$ cat src/rtl/osd_stm_eventpkt.sv
`timescale 1ns/1ps
// osd_stm_eventpkt: timestamps CPU trace events, buffers them and emits one DII packet per record.
// Latency: event sampled at edge E -> first flit valid after edge E+2; one idle cycle between packets.
// Backpressure: debug_out holds while !ready; capture never stalls, a full FIFO drops and counts events.
module osd_stm_eventpkt #(
  parameter int VALWIDTH  = 64,
  parameter int BUF_DEPTH = 4
) (
  input  logic                clk,
  input  logic                rst,
  input  logic [9:0]          id,
  input  logic [9:0]          event_dest,
  input  logic                enable,
  input  logic                trace_valid,
  input  logic [15:0]         trace_id,
  input  logic [VALWIDTH-1:0] trace_value,
  output logic [17:0]         debug_out,       // {valid, last, data[15:0]}
  input  logic                debug_out_ready
);
  localparam int NW      = VALWIDTH / 16;
  localparam int EVT_LEN = 6 + NW;
  localparam int AW      = $clog2(BUF_DEPTH);
  localparam int CW      = AW + 1;
  localparam int IW      = $clog2(EVT_LEN);

  // Overflow records reuse the tid field for the drop count.
  typedef struct packed {
    logic                is_ovf;
    logic [31:0]         ts;
    logic [15:0]         tid;
    logic [VALWIDTH-1:0] val;
  } rec_t;

  typedef enum logic {S_IDLE, S_SEND} state_t;

  logic                r_in_vld;
  logic [15:0]         r_in_id;
  logic [VALWIDTH-1:0] r_in_val;
  logic [31:0]         r_ts;
  logic [15:0]         r_ovf;
  rec_t                r_mem [BUF_DEPTH];
  logic [AW-1:0]       r_wptr;
  logic [AW-1:0]       r_rptr;
  logic [CW-1:0]       r_cnt;
  state_t              r_state;
  logic [IW-1:0]       r_idx;

  logic                w_full;
  logic                w_empty;
  logic                w_push;
  rec_t                w_rec;
  logic [15:0]         w_ovf_nxt;
  rec_t                w_head;
  logic [IW-1:0]       w_len;
  logic                w_last;
  logic [15:0]         w_data;
  logic                w_valid;
  logic                w_pop;
  state_t              w_state_nxt;
  logic [IW-1:0]       w_idx_nxt;

  // Fullness is taken from the registered count, so a same-cycle pop frees nothing yet.
  assign w_full  = (r_cnt == CW'(BUF_DEPTH));
  assign w_empty = (r_cnt == '0);
  assign w_head  = r_mem[r_rptr];

  // Trace port is registered once; enable gates events at the sampling edge.
  always_ff @(posedge clk) begin
    if (rst) begin
      r_in_vld <= 1'b0;
      r_in_id  <= '0;
      r_in_val <= '0;
    end else begin
      r_in_vld <= trace_valid & enable;
      r_in_id  <= trace_id;
      r_in_val <= trace_value;
    end
  end

  // Free-running timestamp, wraps naturally.
  always_ff @(posedge clk) begin
    if (rst) r_ts <= '0;
    else     r_ts <= r_ts + 32'd1;
  end

  // Capture decision: a pending drop count is flushed before any new event is stored.
  always_comb begin
    w_push    = 1'b0;
    w_rec     = '0;
    w_ovf_nxt = r_ovf;
    if (!w_full) begin
      if (r_ovf != 16'h0) begin
        w_push     = 1'b1;
        w_rec.is_ovf = 1'b1;
        w_rec.ts   = r_ts;
        w_rec.tid  = r_ovf;
        w_ovf_nxt  = r_in_vld ? 16'h0001 : 16'h0000;
      end else if (r_in_vld) begin
        w_push    = 1'b1;
        w_rec.ts  = r_ts;
        w_rec.tid = r_in_id;
        w_rec.val = r_in_val;
      end
    end else if (r_in_vld && r_ovf != 16'hFFFF) begin
      w_ovf_nxt = r_ovf + 16'h0001;
    end
  end

  // Drop counter and FIFO pointers.
  always_ff @(posedge clk) begin
    if (rst) begin
      r_ovf  <= '0;
      r_wptr <= '0;
      r_rptr <= '0;
      r_cnt  <= '0;
    end else begin
      r_ovf <= w_ovf_nxt;
      if (w_push) r_wptr <= r_wptr + 1'b1;
      if (w_pop)  r_rptr <= r_rptr + 1'b1;
      r_cnt <= r_cnt + CW'(w_push) - CW'(w_pop);
    end
  end

  // FIFO storage; contents are meaningless until the count says otherwise.
  always_ff @(posedge clk) begin
    if (w_push) r_mem[r_wptr] <= w_rec;
  end

  // Flit selection from the head record and the flit index.
  always_comb begin
    w_len  = w_head.is_ovf ? IW'(6) : IW'(EVT_LEN);
    w_last = (r_idx == w_len - 1'b1);
    w_data = 16'h0000;
    case (r_idx)
      IW'(0): w_data = {6'b0, event_dest};
      IW'(1): w_data = {6'b0, id};
      IW'(2): w_data = w_head.is_ovf ? 16'h8400 : 16'h8000;
      IW'(3): w_data = w_head.ts[15:0];
      IW'(4): w_data = w_head.ts[31:16];
      IW'(5): w_data = w_head.tid;
      default: begin
        for (int k = 0; k < NW; k++) begin
          if (r_idx == IW'(6 + k)) w_data = w_head.val[16*k +: 16];
        end
      end
    endcase
  end

  // FSM state register.
  always_ff @(posedge clk) begin
    if (rst) begin
      r_state <= S_IDLE;
      r_idx   <= '0;
    end else begin
      r_state <= w_state_nxt;
      r_idx   <= w_idx_nxt;
    end
  end

  // FSM next state: IDLE always costs one cycle, which gives the inter-packet bubble.
  always_comb begin
    w_state_nxt = r_state;
    w_idx_nxt   = r_idx;
    w_pop       = 1'b0;
    w_valid     = 1'b0;
    case (r_state)
      S_IDLE: begin
        if (!w_empty) begin
          w_state_nxt = S_SEND;
          w_idx_nxt   = '0;
        end
      end
      S_SEND: begin
        w_valid = 1'b1;
        if (debug_out_ready) begin
          if (w_last) begin
            w_pop       = 1'b1;
            w_state_nxt = S_IDLE;
            w_idx_nxt   = '0;
          end else begin
            w_idx_nxt = r_idx + 1'b1;
          end
        end
      end
    endcase
  end

  assign debug_out = {w_valid, w_valid & w_last, w_valid ? w_data : 16'h0000};

endmodule
$ cat config.mk
export PLATFORM = sky130hd
export DESIGN_NAME = osd_stm_eventpkt
export DESIGN_NICKNAME = d
export VERILOG_FILES = /design/src/rtl/osd_stm_eventpkt.sv
export SDC_FILE = /design/constraint.sdc
export NUM_CORES = 1
export LEC_CHECK = 0
export CORE_MARGIN = 10
export CORE_UTILIZATION = 30
export DETAILED_ROUTE_END_ITERATION = 16
export GPL_TIMING_DRIVEN = 0
export PLACE_DENSITY = 0.51
export SYNTH_ARGS = -nofsm -noshare
export SYNTH_HDL_FRONTEND = slang
export SYNTH_SLANG_ARGS = --single-unit
$ cat constraint.sdc
create_clock -name clk -period 7.9 [get_ports clk]
set_input_delay 1.185 -clock clk [delete_from_list [all_inputs] [get_ports clk]]
set_output_delay 1.185 -clock clk [all_outputs]
set_load 0.01 [all_outputs]
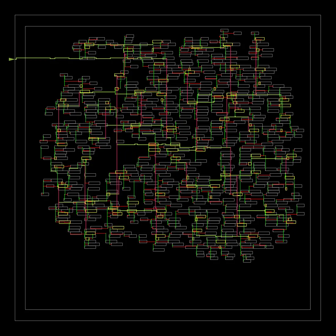
Fig. 1. The clock network (run 1).
clock buffer count in the final layout: 79
Layout Skew: 0.0157 ns
Sink Count: 595
total CTS buffers: 60

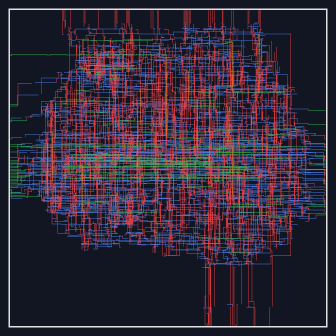
Fig. 2. Wiring by layer (run 1).
color	layer	wire length
blue	metal 1	27.9 mm
green	metal 3	5010 um
orange	metal 4	1190 um
red	metal 2	29.7 mm
overall routing resource usage: 13.9%
count of vias placed by the detailed router: 13.3k
routed wire length: 63800 um

==> ds_physical_params.txt, run 1 <==
Summary of implementation characteristics

Parameter                              Value

Run status
  Run status    finished, final reports clean

Clocking
  CTS Hold Bufs    0
  Total number of H-tree levels    2
  Maximum buffer depth of the clock tree    3
  Late-Pin Clk Latency    about 0.63 ns
  Buffer cell driving the clock tree root    sky130_fd_sc_hd__clkbuf_16
  Clock-pin transition on the worst setup and hold timing paths    approximately 0.060 ns
  CTS resizes    0
  TritonCTS clock tree    done
  Post-CTS Setup Inserts    0

Final layout
  Multi-input combinational cell area    6510 um^2
  Final Instance Area    28200 um^2
  Sequential cell area    16400 um^2
  Final design utilization    a little over a third
  Fraction of layout cells with a size suffix above 1    ~16%
  Number of nets in the finished design    ~1.8k
  Antenna diode count    0
  Synthesis-to-finish area growth    20.6%
  Filler Cell Count    between 7k and 8k

STA
  Final critical delay including setup and external delays    ~5.5 ns
  Finish-stage setup viols    0
  Pin slew with the least headroom to its limit    1.27 ns
  Highest attainable clock frequency    183 MHz
  Setup TNS Final    0 ns
  Number of hold violations in the final report    0
  Share of the clock period used by the worst path    69.2%
  Worst rel slew slack    14.8%
  Unrepaired setup endpoints after global routing    no
  Max-slew violations    0

Synthesis
  Seq/Total Area, Yosys    a little over two thirds
  Tally of yosys warning messages    0
  Post-synthesis sequential element count    595
  Chip area estimate from yosys synthesis    23400 um^2
  Largest area contributor in the netlist    sky130_fd_sc_hd__edfxtp_1
  Count of mapped cells out of synthesis    between 1k and 1.5k
  Share of flip-flops with an asynchronous set or reset after synthesis    0%
  Synthesized Nets    1561
  Yosys cell count    1446
  Mean area per synthesized cell    16.2 um^2
  Library cells used by synthesis    64
  Top cells by area    sky130_fd_sc_hd__edfxtp_1 58%, sky130_fd_sc_hd__dfxtp_1 12%, sky130_fd_sc_hd__mux4_2 10%, sky130_fd_sc_hd__and2_1 2.5%, sky130_fd_sc_hd__nor2b_1 2.2%
  EDFF count, synth    roughly 450
  Most common reg cell    sky130_fd_sc_hd__edfxtp_1
  Synth top area share    57.9%
  Area of the mapped netlist    between 20000 and 25000 um^2

Floorplan
  Overall die width    between 200 and 300 um
  Row count    102
  Floorplan utilization    a little under a third
  Die footprint    about 90000 um^2
  Die Height    ~300 um
  Core area    77500 um^2

GRT
  Maximum number of pins on one net before global-route repair    53
  Antenna violations before repair    2
  Total overflow reported by the global router    0
  Wire length of the first global-routing pass    92100 um
  Number of global-route vias before repair    13.6k

Worst setup path
  Number of buffer and inverter instances along the worst setup path    3
  Startpoint of the worst register-to-register path    r_ovf[0]$_SDFFE_PP0P_
  Category of the most critical setup path    flip-flop to primary output
  Reg2reg setup slack    about 4.4 ns
  Reg-to-reg endpoint    r_mem[0][23]$_DFFE_PP_
  Crit path depth    6
  Family of cells with the greatest summed delay on the critical path    buffers and inverters
  CP Max Fanout    10
  Cell breakdown of the critical path    buf_2, clkbuf_1, mux2i_1, o211ai_1, o311a_1, clkdlybuf4s50_1
  Setup crit start    r_idx[0]$_SDFFE_PP0P_
  Sort of element at the start of the critical path    flip-flop
  CP max stage delay    between 0.8 and 0.9 ns
  Critical path arrival    4.28 ns
  CP Capture Type    primary output
  Cell with the largest stage delay on the worst path    sky130_fd_sc_hd__clkbuf_1
  Depth of the most critical reg-to-reg path    9
  Data required time of the worst path    6.71 ns
  Capture point of the critical path    debug_out[5]

Job
  Total number of warnings across the stage logs    30
  Max Cap Violations    0

Pwr
  Peak supply drop    0.206 mV
  Power after layout    6.61 mW
  Power per cell area    234 nW/um^2
  Standby leakage power    9.06 nW

Drt
  Number of DRC markers in iteration 0    approximately 1.1k
  DRC errors left    0
  Post-DRT Antenna Nets    0
  Wire per inst    23.4 um
  TritonRoute pass-1 iters    5
  Average vias per placed instance    4.89

Place
  Half-perimeter wire length after detailed placement    between 40000 and 50000 um
  Final RePlAce weighted congestion    0.862
  Dpl cell area    between 20000 and 30000 um^2

Min path
  Hold Path Origin    r_ts[0]$_SDFF_PP0_
  Class of the most critical hold timing path    flip-flop to flip-flop
  Worst-case hold path end point    r_ts[0]$_SDFF_PP0_
  Number of stages on the worst hold path    1
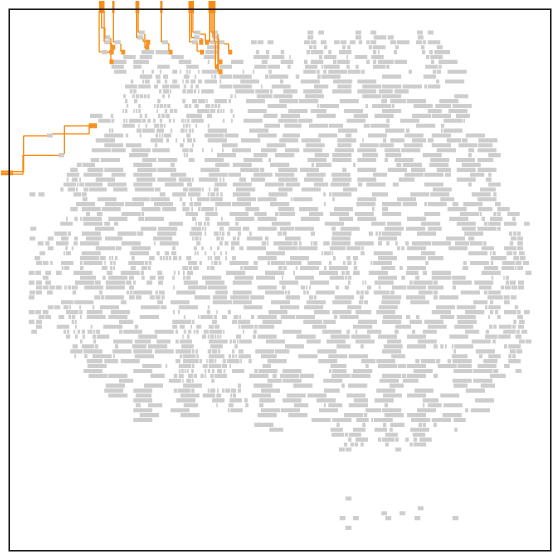
Fig. 3. Wires at chosen ports, followed through buffers (run 1).
color	port	bits	direction	edge	end cells	buffers	wire
orange	trace_id	16	input	14 top, 2 left	16	16	480 um
number of ports placed on the die boundary: 123
total of buffers placed on input and output ports: 121

## run 1: cell usage after synthesis (18+ instances only)
| master | count |
|---|---|
| sky130_fd_sc_hd__o21ai_0 | 21 |
| sky130_fd_sc_hd__a22oi_1 | 22 |
| sky130_fd_sc_hd__nand4_1 | 20 |
| sky130_fd_sc_hd__o211ai_1 | 19 |
| sky130_fd_sc_hd__xnor2_1 | 20 |
| sky130_fd_sc_hd__and2_1 | 94 |
| sky130_fd_sc_hd__dfxtp_1 | 143 |
| sky130_fd_sc_hd__mux2i_1 | 38 |
| sky130_fd_sc_hd__buf_2 | 23 |
| sky130_fd_sc_hd__a21oi_1 | 43 |
| sky130_fd_sc_hd__nand2_1 | 32 |
| sky130_fd_sc_hd__nand3_1 | 29 |
| sky130_fd_sc_hd__inv_1 | 18 |
| sky130_fd_sc_hd__nor2b_1 | 84 |
| sky130_fd_sc_hd__clkbuf_1 | 42 |
| sky130_fd_sc_hd__nor2_1 | 79 |
| sky130_fd_sc_hd__mux4_2 | 104 |
| sky130_fd_sc_hd__edfxtp_1 | 452 |
## run 1: where the power goes
group	internal [mW]	switching, mW	total [mW]
Clock	1.76	1.21	2.97
Combinational	0.109	0.130	0.239
Sequential	3.39	0.0190	3.41
Total	5.26	1.35	6.61
## run 1: cell usage in the layout (no fill, tap or decap), drive strengths merged, types with 21 or more instances in the layout
| cell type | n |
|---|---|
| nor2b | 84 |
| clkbuf | 125 |
| dfxtp | 143 |
| nor2 | 79 |
| buf | 46 |
| nand3 | 31 |
| mux4 | 104 |
| edfxtp | 452 |
| a21oi | 43 |
| inv | 21 |
| nand2 | 32 |
| o21ai | 22 |
| clkdlybuf4s50 | 121 |
| and2 | 96 |
| a22oi | 22 |
| mux2i | 39 |
## run 1: metal layers
metal	share of wire, %	vias to the layer above	GRT usage [%]	wire [um]
met5	0	-	0	0
met4	1.9	0	3.60	1190
met3	7.9	65	3.80	5010
met2	47	444	21.9	29700
met1	44	6885	18.7	27900
li1	-	5953	-	-
## run 1: flip-flops by register name, indices dropped and copies added (netlist names), named ones only
signal,count
r_in_val,64
r_rptr,2
r_mem,452
r_ovf,16
r_wptr,2
r_state,1
r_idx,4
r_cnt,3
r_ts,32
r_in_id,16
r_in_vld,1
## run 1: kinds of logic (layout without fill, tap and decap cells)
kind of cell,after synthesis,after routing,synth area share (%)
AND-OR/OR-AND,154,154,4.41
AND/OR/NAND/NOR,405,405,9.74
multiplexers,143,143,11.7
flip-flops,595,595,70.2
XOR/XNOR,36,36,1.35
adder cells (fa/ha/maj),10,10,0.566
buffers and inverters,103,346,2.09
## run 1: cell type report
class,count,area share (%)
Sequential cell,595,58.2
Timing Repair Buffer,129,5.07
Clock buffer,79,5.97
Clock inverter,35,1.41
Buffer,85,1.49
Multi-Input combinational cell,748,23.0
Tap cell,1040,4.61
Inverter,18,0.239
## run 1: through the flow
step	hold slack (ns)	worst slack, ns	cells
after floorplan	0.437	3.42	1446
after global placement	0.462	0.319	2607
after detailed placement	0.474	3.20	2615
after CTS	0.488	2.50	2729
after global routing	0.501	2.30	2729
final	0.480	2.43	2729
Fig. 4: run 1, clock network drawn from the DEF
The bar under the picture is 100 um long.
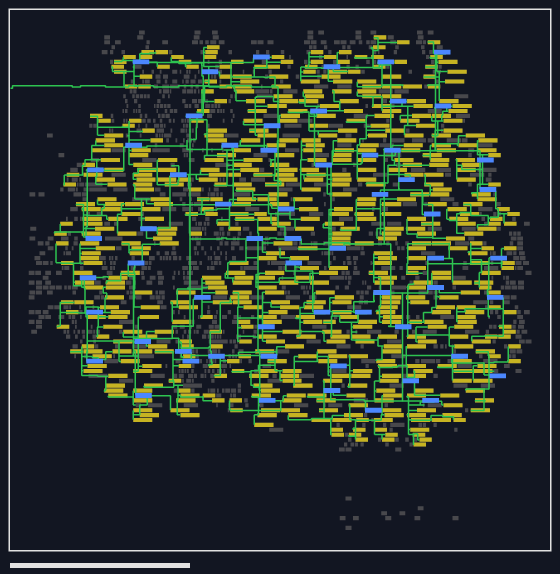

==> run 1 -> run 2 <==
--- a/config.mk
+++ b/config.mk
@@ -9,7 +9,7 @@
 export CORE_UTILIZATION = 30
 export DETAILED_ROUTE_END_ITERATION = 16
 export GPL_TIMING_DRIVEN = 0
-export PLACE_DENSITY = 0.51
+export PLACE_DENSITY = 0.52
 export SYNTH_ARGS = -nofsm -noshare
 export SYNTH_HDL_FRONTEND = slang
 export SYNTH_SLANG_ARGS = --single-unit
==> constraint.sdc (replaced) <==
create_clock -name clk -period 4.6 [get_ports clk]
set_input_delay 0.69 -clock clk [delete_from_list [all_inputs] [get_ports clk]]
set_output_delay 0.69 -clock clk [all_outputs]
set_load 0.01 [all_outputs]
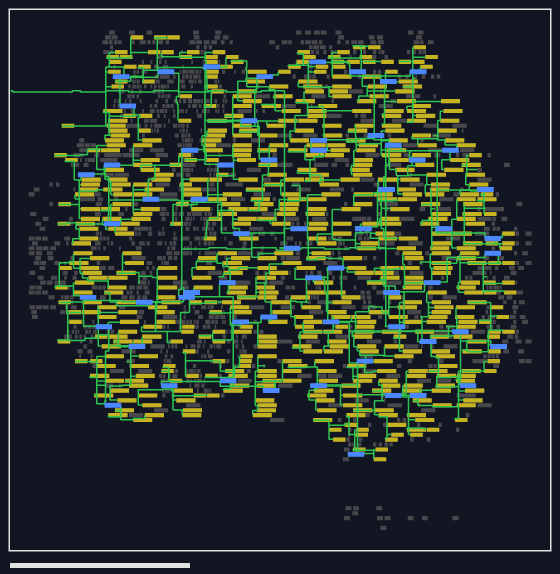
Fig. 5. Clock network drawn from the DEF (run 2).
The bar under the picture is 100 um long.
[yellow] flip-flops | count: 595
[blue] clock drivers | count: 61
[green] clock wires | length: 7120 um
routed clock nets	62

==> ds_physical_params.txt, run 2 <==
Summary of implementation characteristics

Parameter                              Value

Final layout
  Reg with most FFs    r_mem
  Final Instance Area    28200 um^2
  Synthesis-to-finish area growth    20.3%
  Number of nets in the finished design    around 1.8k
  Registers with the most flip-flops    r_mem x452, r_in_val x64, r_ts x32
  Antenna diode count    0
  Most used logic cell in the final layout    sky130_fd_sc_hd__edfxtp_1
  Final Non-Filler Cells    2730
  Largest register FFs    452
  Most frequently placed logic cells in the final layout    452 x sky130_fd_sc_hd__edfxtp_1, 143 x sky130_fd_sc_hd__dfxtp_1, 121 x sky130_fd_sc_hd__clkdlybuf4s50_1
  Fraction of layout cells with a size suffix above 1    16.3%

STA
  Least setup slack across all paths after layout    0.0834 ns
  Share of the clock period used by the worst path    between 90% and 100%
  Max-slew violations    0
  Number of hold violations in the final report    0
  Pin slew with the least headroom to its limit    1.34 ns
  Final critical delay including setup and external delays    approximately 4.5 ns
  Worst hold-check slack    0.417 ns
  Unrepaired setup endpoints after global routing    no
  Finish-stage setup viols    0
  Highest attainable clock frequency    between 200 and 250 MHz
  Layout Skew    0.0276 ns
  Worst rel slew slack    9.95%

Place
  Setup slack at placement    0.364 ns
  Half-perimeter wire length after detailed placement    44100 um
  Count of placed standard cells including taps    2615
  Dpl cell area    26200 um^2
  Final RePlAce weighted congestion    0.889
  Total of buffers placed on input and output ports    121

Synthesis
  Yosys cell count    roughly 1.4k
  Library cells used by synthesis    64
  Most frequent cells after synthesis    452 x sky130_fd_sc_hd__edfxtp_1, 143 x sky130_fd_sc_hd__dfxtp_1, 104 x sky130_fd_sc_hd__mux4_2
  Adder and majority cell fraction of the synthesized area    0.566%
  Most common reg cell    sky130_fd_sc_hd__edfxtp_1
  Post-synth mux share    11.7%
  Simple-gate share of the synthesized area    9.74%
  Count of mapped cells out of synthesis    1446
  Top cells by area    sky130_fd_sc_hd__edfxtp_1 58%, sky130_fd_sc_hd__dfxtp_1 12%, sky130_fd_sc_hd__mux4_2 10%, sky130_fd_sc_hd__and2_1 2.5%, sky130_fd_sc_hd__nor2b_1 2.2%
  EDFF count, synth    452
  Area of the mapped netlist    23400 um^2
  Synth logic family    multiplexers
  Synthesized Nets    ~1.6k
  Most common cell in the netlist    sky130_fd_sc_hd__edfxtp_1
  Xor/xnor share    1.35%
  Mean area per synthesized cell    16.2 um^2
  Tally of yosys warning messages    0
  Chip area estimate from yosys synthesis    23400 um^2
  Share of flip-flops with an asynchronous set or reset after synthesis    0%
  Complex Gates by Area    4.41%
  Synth top area share    57.9%
  Post-synthesis sequential element count    595
  Seq/Total Area, Yosys    70.2%
  Largest area contributor in the netlist    sky130_fd_sc_hd__edfxtp_1

Pwr
  Switching portion of total power    20.7%
  Standby leakage power    9.06 nW
  Part of the total power dissipated in the clock network    a little over two fifths
  Switch Pwr    roughly 2.3 mW
  Cell-internal power    8.81 mW
  Power after layout    between 10 and 15 mW
  Combinational fraction of design power    3.6%
  Peak supply drop    0.288 mV
  Share of total power in sequential cells    around 53%
  Power per cell area    just under 400 nW/um^2

Worst setup path
  Category of the most critical setup path    flip-flop to primary output
  Sort of element at the start of the critical path    flip-flop
  CP Capture Type    primary output
  CP Max Fanout    10
  Critical path arrival    3.83 ns
  Data required time of the worst path    3.91 ns

Drt
  Count of vias placed by the detailed router    13.4k
  Routed wire length    63700 um
  Wire per inst    roughly 23 um
  Post-DRT Antenna Nets    0
  Average vias per placed instance    4.89
  DRC errors left    0
  TritonRoute pass-1 iters    7
  Number of DRC markers in iteration 0    1318

Clocking
  Sink Count    595
  Clock-pin transition on the worst setup and hold timing paths    0.06 ns
  Total number of H-tree levels    2
  Maximum buffer depth of the clock tree    3
  Late-Pin Clk Latency    0.62 ns
  Total CTS buffers    approximately 60
  TritonCTS clock tree    done
  Buffer cell driving the clock tree root    sky130_fd_sc_hd__clkbuf_16

Floorplan
  Floorplan utilization    30.2%
  Die Height    299 um
  Row count    102
  Overall die width    299 um
  Number of ports placed on the die boundary    between 100 and 150
  Die footprint    between 80000 and 90000 um^2
  Core area    77500 um^2

Job
  Total number of warnings across the stage logs    30
  Max Cap Violations    0

GRT
  Maximum number of pins on one net before global-route repair    53
  Overall routing resource usage    roughly 14%
  Total overflow reported by the global router    0
  Wire length of the first global-routing pass    93300 um
  Number of global-route vias before repair    13.8k
  Antenna violations before repair    2

Run status
  Run status    finished, final reports clean

Min path
  Class of the most critical hold timing path    input port to flip-flop
-- run 2: cell counts after synthesis --
Identical to the previous run, type by type.
-- run 2: cell type report --
class | instances | area (um^2)
Buffer | 85 | 435
Clock buffer | 77 | 1730
Clock inverter | 38 | 267
Fill cell | 7343 | 49300
Inverter | 18 | 67.6
Multi-Input combinational cell | 748 | 6530
Sequential cell | 595 | 16400
Tap cell | 1040 | 1300
Timing Repair Buffer | 129 | 1420
-- run 2: final timing paths --
kind / from / to / slack, ns / depth (start not counted)
max reg2reg: r_ovf[0]$_SDFFE_PP0P_ / r_mem[0][94]$_DFFE_PP_ / 0.88 / 9
min: rst / r_ovf[13]$_SDFFE_PP0P_ / 0.42 / 2
min reg2reg: r_ts[31]$_SDFF_PP0_ / r_ts[31]$_SDFF_PP0_ / 0.51 / 2
max: flip-flop / debug_out[3] / 0.08 / 8
-- run 2: kinds of logic after synthesis --
family	Yosys count
adders and majority gates	10
DFF	595
xor gates and xnor gates	36
muxes	143
buffers and inverters	103
AOI/OAI and AO/OA	154
and+or+nand+nor	405
-- run 2: power by group through the flow --
stage               Clock, mW  Sequential [mW]  Combinational [mW]
floorplan                   0             5.95               0.181
global placement            0             5.98               0.398
detailed placement          0             5.96               0.407
CTS                      4.97             5.85               0.410
global route             5.20             5.85               0.434
finish                   4.86             5.85               0.404
-- run 2: what timing repair did --
| item | CTS | global route |
|---|---|---|
| buffers inserted | 0 | 0 |
| gates resized | 7 | 7 |
| hold buffers | 0 | 0 |
| endpoints found under the setup margin | 11 | 9 |
-- run 2: critical path, cell delays in order (launching register included) --
cell and delay (ns):
sky130_fd_sc_hd__dfxtp_1 0.32, sky130_fd_sc_hd__buf_6 0.18, sky130_fd_sc_hd__buf_6 0.21, sky130_fd_sc_hd__buf_4 0.30
sky130_fd_sc_hd__mux4_2 0.55, sky130_fd_sc_hd__a22oi_1 0.37, sky130_fd_sc_hd__nand4_1 0.37, sky130_fd_sc_hd__o2111a_1 0.36
sky130_fd_sc_hd__clkdlybuf4s50_1 0.52
-- run 2: per-stage QoR --
stage                     setup TNS (ns)  util, %
after floorplan                        0        -
after global placement          -1330.41     33.5
after detailed placement               0     33.8
after CTS                              0     36.4
after global routing                   0     36.4
final                                  0     36.4
-- run 2: layer usage --
metal	track usage, %	wire length [um]	vias to the layer above
li1	-	-	5932
met1	19.3	28300	6942
met2	22.3	29700	421
met3	3.03	4750	62
met4	2.76	887	0
met5	0	0	-
Fig. 6: run 2, the clock network
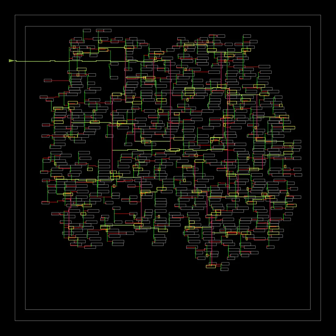

==> run 2 -> run 3 <==
--- a/config.mk
+++ b/config.mk
@@ -5,7 +5,7 @@
 export SDC_FILE = /design/constraint.sdc
 export NUM_CORES = 1
 export LEC_CHECK = 0
-export CORE_MARGIN = 10
+export CORE_MARGIN = 8
 export CORE_UTILIZATION = 30
 export DETAILED_ROUTE_END_ITERATION = 16
 export GPL_TIMING_DRIVEN = 0
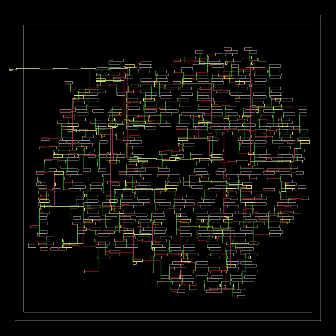
Fig. 7. The clock network (run 3).
Late-Pin Clk Latency: 0.64 ns
Flops: 595
clock buffer count in the final layout: 82

==> ds_physical_params.txt, run 3 <==
Summary of implementation characteristics

Parameter                              Value

Synthesis
  Synthesized Nets    1561
  Tally of yosys warning messages    0
  Library cells used by synthesis    64
  Yosys cell count    around 1.4k
  Mean area per synthesized cell    16.2 um^2
  Seq/Total Area, Yosys    70.2%
  Share of flip-flops with an asynchronous set or reset after synthesis    0%
  Most common cell in the netlist    sky130_fd_sc_hd__edfxtp_1
  Count of mapped cells out of synthesis    about 1.4k
  Synth top area share    57.9%
  Post-synthesis sequential element count    about 600
  Top cells by area    sky130_fd_sc_hd__edfxtp_1 58%, sky130_fd_sc_hd__dfxtp_1 12%, sky130_fd_sc_hd__mux4_2 10%, sky130_fd_sc_hd__and2_1 2.5%, sky130_fd_sc_hd__nor2b_1 2.2%
  Largest area contributor in the netlist    sky130_fd_sc_hd__edfxtp_1

Worst setup path
  CP Max Fanout    10
  Category of the most critical setup path    flip-flop to primary output
  Sort of element at the start of the critical path    flip-flop
  CP Capture Type    primary output

Final layout
  Filler Cell Count    ~7.4k
  Final Instance Area    28200 um^2
  Reg with most FFs    r_mem
  Number of nets in the finished design    around 1.8k
  Sequential cell area    16400 um^2
  Antenna diode count    0
  Synthesis-to-finish area growth    20.5%
  Multi-input combinational cell area    roughly 6600 um^2
  Largest register FFs    452

Job
  Total number of warnings across the stage logs    30
  Max Cap Violations    0

STA
  Finish-stage setup viols    0
  Least setup slack across all paths after layout    0.137 ns
  Pin slew with the least headroom to its limit    1.12 ns
  Worst hold-check slack    0.405 ns
  Share of the clock period used by the worst path    97.0%
  Setup TNS Final    0 ns
  Number of hold violations in the final report    0
  Final critical delay including setup and external delays    4.46 ns
  Highest attainable clock frequency    224 MHz
  Max-slew violations    0

Pwr
  Power per cell area    398 nW/um^2
  Switch Pwr    2.35 mW
  Standby leakage power    9.06 nW
  Combinational fraction of design power    between 3 and 4%
  Switching portion of total power    20.9%
  Share of total power in sequential cells    52.1%
  Part of the total power dissipated in the clock network    44.2%
  Cell-internal power    8.89 mW

Min path
  Class of the most critical hold timing path    input port to flip-flop

Run status
  Run status    finished, final reports clean

GRT
  Total overflow reported by the global router    0
  Wire length of the first global-routing pass    95500 um
  Antenna violations before repair    1
  Number of global-route vias before repair    between 10k and 15k
  Overall routing resource usage    15.0%

Clocking
  TritonCTS clock tree    done
  Total number of H-tree levels    2
  Buffer cell driving the clock tree root    sky130_fd_sc_hd__clkbuf_16
  Clock-pin transition on the worst setup and hold timing paths    0.06 ns

Drt
  Number of DRC markers in iteration 0    around 1.2k

Floorplan
  Die footprint    just under 90000 um^2
  Die Height    295 um
  Number of ports placed on the die boundary    ~120
  Floorplan utilization    a little under a third
  Core area    77300 um^2

Place
  Final RePlAce weighted congestion    0.859
  Total of buffers placed on input and output ports    121
  Half-perimeter wire length after detailed placement    46100 um
  Count of placed standard cells including taps    2615
-- run 3: cell counts after synthesis --
Identical to the previous run, type by type.
-- run 3: final timing paths --
check | cells after the start | end | start | slack, ns
worst max register to register | 9 | r_mem[0][9]$_DFFE_PP_ | r_ovf[0]$_SDFFE_PP0P_ | 1.12
worst min-delay path | 2 | r_ovf[13]$_SDFFE_PP0P_ | rst | 0.40
worst max-delay path | 8 | debug_out[5] | flip-flop | 0.14
worst min register to register | 1 | r_ts[0]$_SDFF_PP0_ | r_ts[0]$_SDFF_PP0_ | 0.47
-- run 3: layer usage --
| layer | up-vias | wire length (um) | global-route usage (%) |
|---|---|---|---|
| li1 | 5951 | - | - |
| met2 | 509 | 30300 | 23.4 |
| met5 | - | 0 | 0 |
| met1 | 6901 | 28300 | 19.9 |
| met4 | 0 | 1790 | 4.42 |
| met3 | 100 | 6130 | 4.95 |
-- run 3: power groups by stage --
stage	clock (mW)	combinational, mW	sequential, mW
2_1_floorplan	0	0.181	5.95
3_3_place_gp	0	0.416	5.98
3_5_place_dp	0	0.427	5.96
4_1_cts	5.08	0.430	5.85
5_1_grt	5.29	0.457	5.85
6_report	4.96	0.426	5.85
-- run 3: final cells by class --
cell class              count  area share [%]
plain buffers              85            1.53
clock buffers              82            5.79
clock inverters            32            1.30
inverters                  18           0.239
multi-input cells         748            23.2
flip-flops and latches    595            58.2
well taps                1040            4.61
repair buffers            130            5.10
-- run 3: cell families after synthesis --
group | share of synthesized area, %
flops | 70.2
fa+ha+maj | 0.566
compound gates | 4.41
xor+xnor | 1.35
mux | 11.7
simple gates | 9.74
buf+inv | 2.09
-- run 3: worst max-delay path, stage by stage, from the launching register on --
cell,delay [ns]
sky130_fd_sc_hd__dfxtp_1,0.33
sky130_fd_sc_hd__buf_6,0.20
sky130_fd_sc_hd__buf_6,0.23
sky130_fd_sc_hd__buf_4,0.35
sky130_fd_sc_hd__mux4_2,0.56
sky130_fd_sc_hd__mux2i_1,0.43
sky130_fd_sc_hd__o211ai_1,0.19
sky130_fd_sc_hd__o311a_1,0.28
sky130_fd_sc_hd__clkdlybuf4s50_1,0.54
-- run 3: repair_timing --
action | in CTS | in global routing
pin swaps | 0 | 1
cloned | 0 | 0
resized | 9 | 9
buffers inserted | 0 | 1
endpoints found under the setup margin | 10 | 8
No activity file was given, so power comes from the tool's default toggle rates.
